Design opb_status_bank, sky130hd; sources not shown.
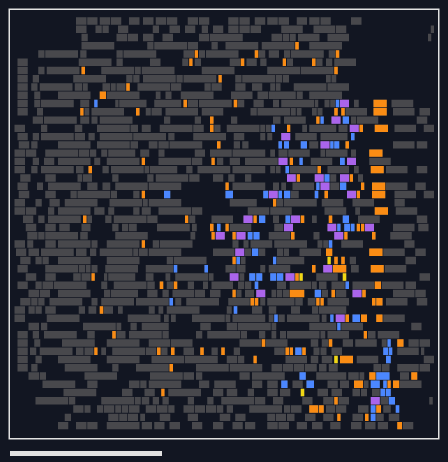
**Above:** run 1 (logic cells by family).
The bar under the picture is 50 µm long.
Blue shows NAND gates, cells 68, most used nand2_1. Purple shows XOR/XNOR gates, cells 29, most used xor2_1, where east. Orange shows NOR gates, cells 118, most used nor2_1. Yellow shows inverters, cells 5, most used inv_1.
tally of non-filler cells in the final layout: 1222
logic share of the area: 28.21%

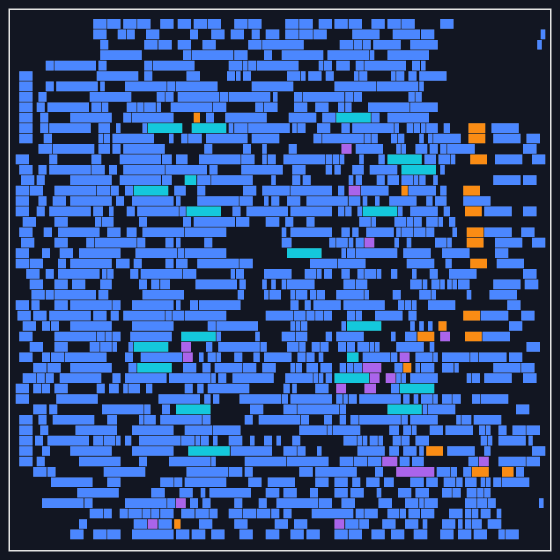
**Above:** run 1 (cells by drive strength).
Blue shows _0 and _1 cells, cells 905, share 94%, most used clkdlybuf4s50_1. Purple shows _3 and _4 cells, cells 18, share 1.9%, most used buf_4. Orange shows _2 cells, cells 19, share 2.0%, most used nor4_2. Cyan shows _6 and larger, cells 20, share 2.1%, most used clkbuf_16.
synth-to-layout area growth: 31.07%
buffer count excluding the clock tree in the final layout: 208

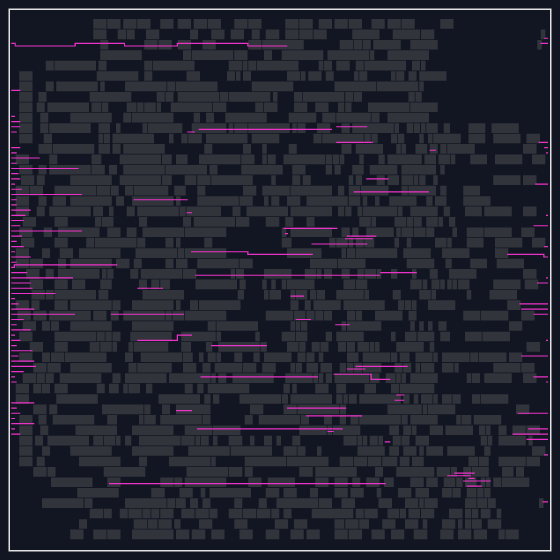
**Above:** run 1 (the metal 3 layer).
Cells faint in the background.
The layer carries 943 µm of wire. The wires run mostly horizontal.
met3 Resource Use GR: 3.601%
final wirelength: 20470 µm

==> results.rst, run 1 <==
Metrics
=======

.. list-table::
   :header-rows: 1

   * - Metric
     - Value
   * - Outcome
     - finished with violations
   * - Failing checks
     - capacitance limit, slew limit
   * - Fraction of registers with async set or reset after synthesis
     - 0%
   * - Placement Setup Slack
     - 4.020 ns
   * - Adder-cell share of the synthesized area
     - 0.1439%
   * - Crit Path Category
     - primary input to flip-flop
   * - Via count of the first global-routing pass
     - 6056
   * - Number of cells in the design after placement
     - 1191
   * - Final design area excluding fillers
     - 0.01139 mm²
   * - Number of violations of the max-capacitance limit
     - 2
   * - Clock Tree Root
     - clkbuf_16
   * - Number of pins with negative max-slew slack in the final report
     - 51
   * - Highest clock rate
     - 189.5 MHz
   * - Largest cell class
     - sequential cells
   * - Clock Network Area Fraction
     - 4.744%
   * - Total number of H-tree levels
     - 4
   * - Design Power
     - 0.001984 W
   * - Non-clock buffer share
     - 18.00%
   * - Maximum fanout along the worst path
     - 67
   * - Number of inverters outside the clock class in the layout
     - 5
   * - Final-stage net count
     - 1153
   * - Sequential share of the synthesized area
     - 60.33%
   * - Die X-Extent
     - 141.0 µm
   * - Final count of negative-setup-slack endpoints
     - 0
   * - Layout cells sized above 1
     - 5.925%
   * - Tcrit/Tclk final
     - 60.67%
==> run 1: routing by layer <==
| metal | vias to the layer above | track usage, % | routed length (µm) |
|---|---|---|---|
| met5 | - | 0 | 0 |
| met1 | 2964 | 28.73 | 9363 |
| met4 | 0 | 5.263 | 167 |
| li1 | 3116 | - | - |
| met3 | 12 | 3.601 | 943 |
| met2 | 160 | 35.09 | 10000 |
==> run 1: cell families (layout without fill, tap and decap cells) <==
family,Yosys count,after routing
xor+xnor,29,29
buf+inv,59,244
other cells,1,3
simple gates,341,341
flops,198,198
mux,22,22
fa+ha+maj,1,1
compound gates,124,124
==> run 1: critical path, delay by kind of cell <==
family | cells | cell delay [ns]
buffers and inverters | 3 | 2.57
and+or+nand+nor | 1 | 0.91
## Run 2: what changed since run 1
ABC_CLOCK_PERIOD_IN_PS = 5250   (was 8700)
clock period = 5.25 ns   (was 8.7 ns; I/O delays follow)
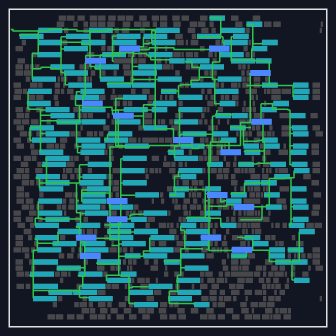
**Above:** run 2 (clock wires, drivers and flops).
Cyan shows flip-flops, count 198. Blue shows clock drivers, count 17. Green shows clock wires, length 2130 µm.
Position of the flops: widely spread. There are 18 routed clock nets.
power dissipated in the clock network: 0.00126 W
clock insertion delay at the later pin of the skew report: 0.44 ns
Worst Skew: 0.009405 ns

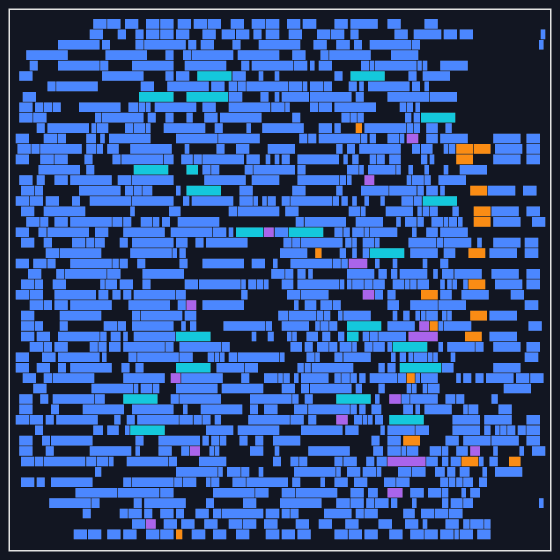
**Above:** run 2 (cells by drive strength).
Purple shows _3 and _4 cells, cells 16, share 1.7%, most used buf_4. Orange shows _2 cells, cells 19, share 2.0%, most used nor4_2. Cyan shows _6 and larger, cells 22, share 2.3%, most used clkbuf_16. Blue shows _0 and _1 cells, cells 906, share 94%, most used clkdlybuf4s50_1.
buffer count excluding the clock tree in the final layout: 209
synth-to-layout area growth: 31.71%
worst path setup slack after routing: 1.244 ns
final design area excluding fillers: 0.01145 mm²

==> results.rst, run 2 <==
Metrics
=======

.. list-table::
   :header-rows: 1

   * - Metric
     - Value
   * - Outcome
     - finished with violations
   * - Failing checks
     - capacitance limit, slew limit
   * - Final core utilization
     - 60.80%
   * - Maximum fanout along the worst path
     - 82
   * - Final count of negative-setup-slack endpoints
     - 0
   * - Fraction of registers with async set or reset after synthesis
     - 0%
   * - Number of cells in the design after placement
     - 1192
   * - Design Power
     - 0.003338 W
   * - Highest clock rate
     - 249.6 MHz
   * - Total number of H-tree levels
     - 4
   * - Tcrit/Tclk final
     - 76.31%
   * - Number of violations of the max-capacitance limit
     - 2
   * - Dominant cell area share
     - 44.21%
   * - Clock Tree Root
     - clkbuf_16
   * - Largest cell class
     - sequential cells
   * - Final RePlAce weighted congestion
     - 0.7910
   * - Number of inverters outside the clock class in the layout
     - 5
   * - Crit Path Category
     - primary input to flip-flop
   * - Sequential share of the synthesized area
     - 60.33%
   * - Non-clock buffer share
     - 18.03%
   * - Tally of non-filler cells in the final layout
     - 1224
   * - Family of cells with the greatest summed delay on the critical path
     - buffers and inverters
   * - Via count of the first global-routing pass
     - 5906
   * - Final-stage net count
     - 1154
   * - Logic share of the area
     - 28.20%
   * - Number of pins with negative max-slew slack in the final report
     - 98
   * - Die X-Extent
     - 141.0 µm
   * - Layout cells sized above 1
     - 5.919%
   * - Placement Setup Slack
     - 1.558 ns
   * - CP Buf/Inv Count
     - 3
   * - Stages on worst setup path
     - 4
run 2: cell types whose count changed in the layout (fill, tap and decap cells not counted), moves of 2 or more:
cell,before,now
and2_0,9,27
and2_1,121,103
clkinvlp_4,5,2
buf_4,8,6
clkinv_4,1,3
run 2: layer usage:
layer | wire length, µm | global-route usage [%]
met5 | 0 | 0
met4 | 295 | 6.522
met3 | 960 | 4.042
met2 | 9867 | 34.25
met1 | 9377 | 28.95
run 2: logic make-up (layout without fill, tap and decap cells):
family                   Yosys count  after routing  share of synthesized area [%]
adder cells (fa/ha/maj)            1              1                         0.1439
buffers and inverters             59            245                          2.792
flip-flops                       198            198                          60.33
other                              1              4                        0.04314
AND-OR/OR-AND                    124            124                          8.909
AND/OR/NAND/NOR                  341            341                          22.32
XOR/XNOR                          29             29                          2.922
multiplexers                      22             22                          2.533
Power is estimated from default activity; no workload was simulated.
